**src/rtl/pe_fp_pkg.sv**
```systemverilog
// Shared floating-point format definitions for the systolic-array processing elements.
// The FP_* widths describe the default format; modules derive their own copies from parameters.
package pe_fp_pkg;

    localparam int FP_EXP_W   = 8;
    localparam int FP_MAN_W   = 23;
    localparam int FP_CNT_W   = 16;
    localparam int FP_W       = 1 + FP_EXP_W + FP_MAN_W;
    localparam int FP_BIAS    = (1 << (FP_EXP_W - 1)) - 1;
    localparam int FP_EXP_MAX = (1 << FP_EXP_W) - 1;

    localparam logic [FP_W-1:0] FP_POS_ZERO = '0;

    function automatic logic [FP_W-1:0] FP_INF(input logic sign);
        return {sign, {FP_EXP_W{1'b1}}, {FP_MAN_W{1'b0}}};
    endfunction

    // Exponent-field tests take a zero-extended field so any EXP_W up to 32 can use them.
    function automatic logic fp_is_zero(input logic [31:0] exp_f);
        return exp_f == 32'd0;
    endfunction

    function automatic logic fp_is_inf(input logic [31:0] exp_f, input int exp_max);
        return exp_f == 32'(exp_max);
    endfunction

endpackage

```
**src/rtl/fp_add_core.sv**
```systemverilog
// Combinational floating-point adder: magnitude-ordered align, add/subtract, LZC normalise.
// Truncating, denormals flushed, saturating to signed infinity.
module fp_add_core
    import pe_fp_pkg::*;
#(
    parameter int EXP_W = FP_EXP_W,
    parameter int MAN_W = FP_MAN_W
)(
    input  logic [EXP_W+MAN_W:0] a_i,
    input  logic [EXP_W+MAN_W:0] b_i,
    output logic [EXP_W+MAN_W:0] sum_o
);

    localparam int W       = 1 + EXP_W + MAN_W;
    localparam int EXP_MAX = (1 << EXP_W) - 1;
    localparam int NRM_W   = MAN_W + 2;          // hidden + mantissa + one guard bit
    localparam int SIG_W   = NRM_W + 1;          // plus carry
    localparam int LZC_K   = $clog2(NRM_W);
    localparam int LZC_L   = 1 << LZC_K;
    localparam logic [W-2:0] INF_MAG = {{EXP_W{1'b1}}, {MAN_W{1'b0}}};

    logic             sa, sb;
    logic [EXP_W-1:0] ea, eb;
    logic [MAN_W-1:0] ma, mb;
    logic             a_zero, b_zero, a_inf, b_inf;

    assign {sa, ea, ma} = a_i;
    assign {sb, eb, mb} = b_i;
    assign a_zero = fp_is_zero(32'(ea));
    assign b_zero = fp_is_zero(32'(eb));
    assign a_inf  = fp_is_inf(32'(ea), EXP_MAX);
    assign b_inf  = fp_is_inf(32'(eb), EXP_MAX);

    logic             a_big;
    logic             s_big, s_small;
    logic [EXP_W-1:0] e_big, e_small, shamt;
    logic [MAN_W-1:0] m_big, m_small;
    logic [SIG_W-1:0] sig_big, sig_small, sig_sum;

    assign a_big = {ea, ma} >= {eb, mb};
    assign {s_big, e_big, m_big}       = a_big ? a_i : b_i;
    assign {s_small, e_small, m_small} = a_big ? b_i : a_i;
    assign shamt     = e_big - e_small;
    assign sig_big   = {1'b0, 1'b1, m_big, 1'b0};
    assign sig_small = (int'(shamt) >= NRM_W) ? '0 : ({1'b0, 1'b1, m_small, 1'b0} >> shamt);
    assign sig_sum   = (s_big == s_small) ? sig_big + sig_small : sig_big - sig_small;

    // Leading-zero count as a log-depth shifter: each stage tests the top 2^k bits.
    logic [LZC_L-1:0] nrm_in, nrm_out;
    logic [LZC_K-1:0] lz;

    assign nrm_in = LZC_L'(sig_sum[NRM_W-1:0]) << (LZC_L - NRM_W);

    for (genvar g = 0; g < LZC_K; g++) begin : g_lzc
        localparam int SH = 1 << (LZC_K - 1 - g);
        logic [LZC_L-1:0] v_in, v_out;
        logic             z;
        if (g == 0) begin : g_first
            assign v_in = nrm_in;
        end else begin : g_next
            assign v_in = g_lzc[g-1].v_out;
        end
        assign z     = ~|v_in[LZC_L-1 -: SH];
        assign v_out = z ? (v_in << SH) : v_in;
    end

    for (genvar g = 0; g < LZC_K; g++) begin : g_lz_bits
        assign lz[LZC_K-1-g] = g_lzc[g].z;
    end

    assign nrm_out = g_lzc[LZC_K-1].v_out;

    logic unused_nrm_bits;
    assign unused_nrm_bits = ^{nrm_out[LZC_L-1], nrm_out[LZC_L-MAN_W-2:0]};

    int exp_c;

    always_comb begin
        // NOTE: every output of a combinational block gets a default first so no path infers a latch.
        sum_o = '0;
        exp_c = 0;
        if (a_inf && b_inf) begin
            sum_o = {sa & sb, INF_MAG};
        end else if (a_inf) begin
            sum_o = {sa, INF_MAG};
        end else if (b_inf) begin
            sum_o = {sb, INF_MAG};
        end else if (a_zero) begin
            sum_o = b_zero ? '0 : b_i;
        end else if (b_zero) begin
            sum_o = a_i;
        end else if (sig_sum[SIG_W-1]) begin
            exp_c = int'(e_big) + 1;
            sum_o = (exp_c >= EXP_MAX) ? {s_big, INF_MAG}
                                       : {s_big, EXP_W'(exp_c), sig_sum[SIG_W-2:2]};
        end else if (sig_sum[NRM_W-1:0] != '0) begin
            exp_c = int'(e_big) - int'(lz);
            sum_o = (exp_c <= 0) ? '0 : {s_big, EXP_W'(exp_c), nrm_out[LZC_L-2 -: MAN_W]};
        end
    end

endmodule

```
**src/rtl/pe_fp_mac_pipe.sv**
```systemverilog
// Pipelined FP multiply-accumulate PE: forwards operands east/south, multiplies in stage 1,
// accumulates per tile of k_len valid elements in stage 2 and strobes the finished sum.
module pe_fp_mac_pipe
    import pe_fp_pkg::*;
#(
    parameter int EXP_W = FP_EXP_W,
    parameter int MAN_W = FP_MAN_W,
    parameter int CNT_W = FP_CNT_W
)(
    input  logic                 clk,
    input  logic                 reset,
    input  logic                 in_valid,
    input  logic [EXP_W+MAN_W:0] in_a,
    input  logic [EXP_W+MAN_W:0] in_b,
    input  logic [CNT_W-1:0]     k_len,
    output logic                 out_valid,
    output logic [EXP_W+MAN_W:0] out_a,
    output logic [EXP_W+MAN_W:0] out_b,
    output logic [EXP_W+MAN_W:0] out_c,
    output logic                 c_valid,
    output logic                 busy
);

    localparam int W       = 1 + EXP_W + MAN_W;
    localparam int SIG_W   = MAN_W + 1;
    localparam int BIAS    = (1 << (EXP_W - 1)) - 1;
    localparam int EXP_MAX = (1 << EXP_W) - 1;
    localparam logic [W-2:0] INF_MAG = {{EXP_W{1'b1}}, {MAN_W{1'b0}}};

    // ---------------- multiply (inline, truncating) ----------------
    logic               sa, sb;
    logic [EXP_W-1:0]   ea, eb;
    logic [MAN_W-1:0]   ma, mb;
    logic [2*SIG_W-1:0] prod;
    logic [MAN_W-1:0]   mul_man;
    logic [W-1:0]       mul_res;
    int                 mul_exp;

    assign {sa, ea, ma} = in_a;
    assign {sb, eb, mb} = in_b;
    assign prod = (2*SIG_W)'({1'b1, ma}) * (2*SIG_W)'({1'b1, mb});

    logic unused_prod_bits;
    assign unused_prod_bits = ^prod[MAN_W-1:0];

    always_comb begin
        mul_man = prod[2*SIG_W-1] ? prod[2*SIG_W-2 -: MAN_W] : prod[2*SIG_W-3 -: MAN_W];
        mul_exp = int'(ea) + int'(eb) - BIAS + (prod[2*SIG_W-1] ? 1 : 0);
        mul_res = {sa ^ sb, EXP_W'(mul_exp), mul_man};
        // Zero operands win over infinity so inf*0 yields +0 rather than a NaN.
        if (fp_is_zero(32'(ea)) || fp_is_zero(32'(eb))) begin
            mul_res = '0;
        end else if (fp_is_inf(32'(ea), EXP_MAX) || fp_is_inf(32'(eb), EXP_MAX)) begin
            mul_res = {sa ^ sb, INF_MAG};
        end else if (mul_exp >= EXP_MAX) begin
            mul_res = {sa ^ sb, INF_MAG};
        end else if (mul_exp <= 0) begin
            mul_res = '0;
        end
    end

    // ---------------- tile element counter ----------------
    logic [CNT_W-1:0] cnt_q, cnt_d, klen_q, klen_d, k_eff;
    logic             first, last;

    always_comb begin
        first  = (cnt_q == '0);
        k_eff  = first ? ((k_len == '0) ? CNT_W'(1) : k_len) : klen_q;
        last   = (cnt_q == k_eff - CNT_W'(1));
        cnt_d  = cnt_q;
        klen_d = klen_q;
        if (in_valid) begin
            cnt_d = last ? '0 : cnt_q + CNT_W'(1);
            if (first) klen_d = k_eff;
        end
    end

    // ---------------- stage 2 accumulate ----------------
    logic [W-1:0] p_q, acc_q, acc_d, out_c_q, out_c_d, add_a, add_sum;
    logic         p_vld_q, p_last_q, p_first_q, s2_vld_q, c_valid_q, c_valid_d;

    assign add_a = p_first_q ? '0 : acc_q;

    fp_add_core #(
        .EXP_W (EXP_W),
        .MAN_W (MAN_W)
    ) u_add (
        .a_i   (add_a),
        .b_i   (p_q),
        .sum_o (add_sum)
    );

    always_comb begin
        acc_d     = acc_q;
        out_c_d   = out_c_q;
        c_valid_d = 1'b0;
        if (p_vld_q) begin
            if (p_last_q) begin
                out_c_d   = add_sum;
                c_valid_d = 1'b1;
                acc_d     = '0;
            end else begin
                acc_d = add_sum;
            end
        end
    end

    // ---------------- registers ----------------
    logic         out_valid_q;
    logic [W-1:0] out_a_q, out_b_q;

    always_ff @(posedge clk or posedge reset) begin
        // NOTE: state registers use non-blocking assignments so every flop samples pre-edge values.
        if (reset) begin
            out_valid_q <= 1'b0;
            out_a_q     <= '0;
            out_b_q     <= '0;
            cnt_q       <= '0;
            klen_q      <= '0;
            p_q         <= '0;
            p_vld_q     <= 1'b0;
            p_last_q    <= 1'b0;
            p_first_q   <= 1'b0;
            s2_vld_q    <= 1'b0;
            acc_q       <= '0;
            out_c_q     <= '0;
            c_valid_q   <= 1'b0;
        end else begin
            out_valid_q <= in_valid;
            out_a_q     <= in_a;
            out_b_q     <= in_b;
            cnt_q       <= cnt_d;
            klen_q      <= klen_d;
            p_q         <= mul_res;
            p_vld_q     <= in_valid;
            p_last_q    <= in_valid & last;
            p_first_q   <= first;
            s2_vld_q    <= p_vld_q;
            acc_q       <= acc_d;
            out_c_q     <= out_c_d;
            c_valid_q   <= c_valid_d;
        end
    end

    assign out_valid = out_valid_q;
    assign out_a     = out_a_q;
    assign out_b     = out_b_q;
    assign out_c     = out_c_q;
    assign c_valid   = c_valid_q;
    assign busy      = (cnt_q != '0) | p_vld_q | s2_vld_q;

endmodule

```
**config.mk**
```make
export PLATFORM = sky130hd
export DESIGN_NAME = pe_fp_mac_pipe
export DESIGN_NICKNAME = d
export VERILOG_FILES = /design/src/rtl/pe_fp_pkg.sv /design/src/rtl/fp_add_core.sv /design/src/rtl/pe_fp_mac_pipe.sv
export SDC_FILE = /design/constraint.sdc
export NUM_CORES = 2
export LEC_CHECK = 0
export CAP_MARGIN = 20
export CORE_MARGIN = 1.5
export CORE_UTILIZATION = 55
export CTS_CLUSTER_DIAMETER = 50
export DETAILED_ROUTE_END_ITERATION = 8
export PLACE_DENSITY = 0.7
export REMOVE_ABC_BUFFERS = 1
export SETUP_SLACK_MARGIN = 0.1
export SYNTH_ARGS = -nofsm -noshare
export SYNTH_HDL_FRONTEND = slang
export SYNTH_SLANG_ARGS = --single-unit
```
**constraint.sdc**
```tcl
create_clock -name clk -period 16.7 [get_ports clk]
set_clock_uncertainty 0.2 [all_clocks]
set_input_delay 1.67 -clock clk [delete_from_list [all_inputs] [get_ports clk]]
set_output_delay 1.67 -clock clk [all_outputs]
set_load 0.05 [all_outputs]
```
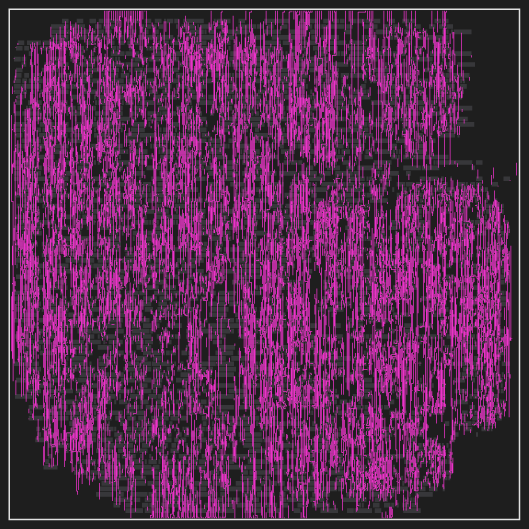
(images/m2.png)
Drawn at 2 px/um.
wire length on this layer = 47.7 mm
main direction = vertical
longest straight run = 86.5 um
nets with wire on the layer = 4186
share of all routed wire = 45%

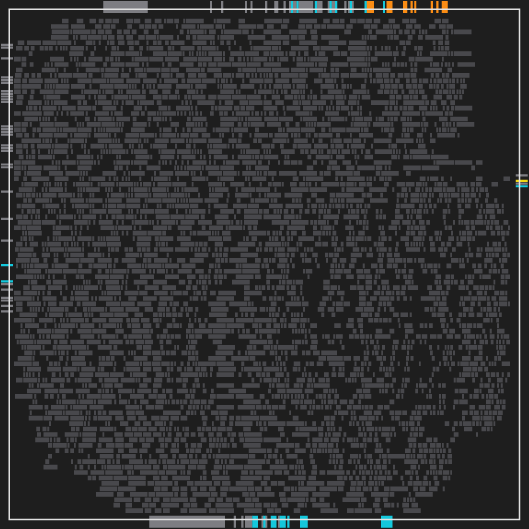
(images/pinout.png)
Drawn at 2 px/um. Pins as bars across the die edge, other pins in grey.
`k_len` -> orange  # pins 16, direction input, edge top
`out_c` -> cyan  # pins 32, direction output, edge 21 bottom, 8 top, 2 left, 1 right
`out_valid` -> yellow  # pins 1, direction output, edge right
port bufs: 181
Die Y: 254 um
chip width: 254 um

==> results.json <==
{
  "gr-total-overflow": 0,
  "aoi_share_pct": 13.7,
  "drc": 0,
  "wl_met2_um": 47700,
  "met3_length_um": 9480,
  "min_period_ns": 14.52,
  "seqCellArea_sq_um": 4930,
  "wire_per_inst_um": 21.1,
  "clockBufferDepth": 2,
  "n_antenna_cell": 0,
  "min_path_cells": 2,
  "grt_busiest_layer": "met2",
  "grt_pass1_wl_um": 168000,
  "grt_pass1_vias": 29473,
  "synth_seq_share_pct": 14.2,
  "via_per_inst": 5.97,
  "die_area_sq_um": 64700,
  "logic_gates": 3049,
  "yosysMostFrequentCell": "inv_1",
  "status": "finished, final reports clean",
  "dp_slack_ns": 1.80,
  "fin_setup_tns_ns": 0,
  "timing.critical_path.from": "p_first_q",
  "maxCapViolations": 0,
  "gp_congestion": 1.04,
  "cts_max_level": 4,
  "ys_sh_mux_pct": 3.54,
  "hold_start": "klen_q[6]",
  "final-clk-cell-share_pct": 1.68,
  "dp.cells": 4998,
  "hold_violations": 0,
  "rr_startpoint": "p_first_q",
  "crit_cells": 56,
  "cp-endpoint": "acc_q[7]",
  "yosys-top-cells-count": "inv_1, nand2_1, fa_1",
  "ctsResizeCount": 0,
  "placed_cell_area_sq_um": 37500,
  "drive_gt1_share_pct": 4.72,
  "cp_top_family": "AND-OR/OR-AND gates",
  "worstPathRequired_ns": 16.82,
  "final_cells": 5033,
  "fp-row-count": 91,
  "first_pass_iters": 8,
  "topCellsByArea": "fa_1, dfrtp_1, ha_1, inv_1, nand2_1",
  "final-comb-area_sq_um": 26600,
  "timing.final.max_slew_violations": 0,
  "cts_tree": "done",
  "comb_share_pct": 69.6,
  "yosysChipArea_sq_um": 34800,
  "final_cell_mix": "inv_1, nand2_1, fa_1",
  "async_flop_share_pct": 100,
  "crit_path_start_kind": "flip-flop",
  "worstMarginPinSlew_ns": 1.17,
  "finalSetupViolations": 0,
  "logic_family": "adder cells",
  "buf_share_pct": 6.61,
  "grtUsageTotal_pct": 33.6,
  "top_area_share_pct": 27.9,
  "fa_ha_area_share_pct": 37.8,
  "ant_nets": 0,
  "synth_warnings": 0,
  "drt-total-wl_um": 106000,
  "cts_setup_buffers": 0
}
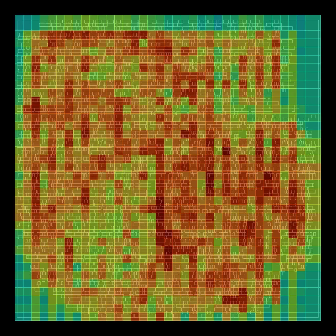
(images/congestion_map.png)
final core utilization: 61.5%
GRT met2 Usage: 52.2%

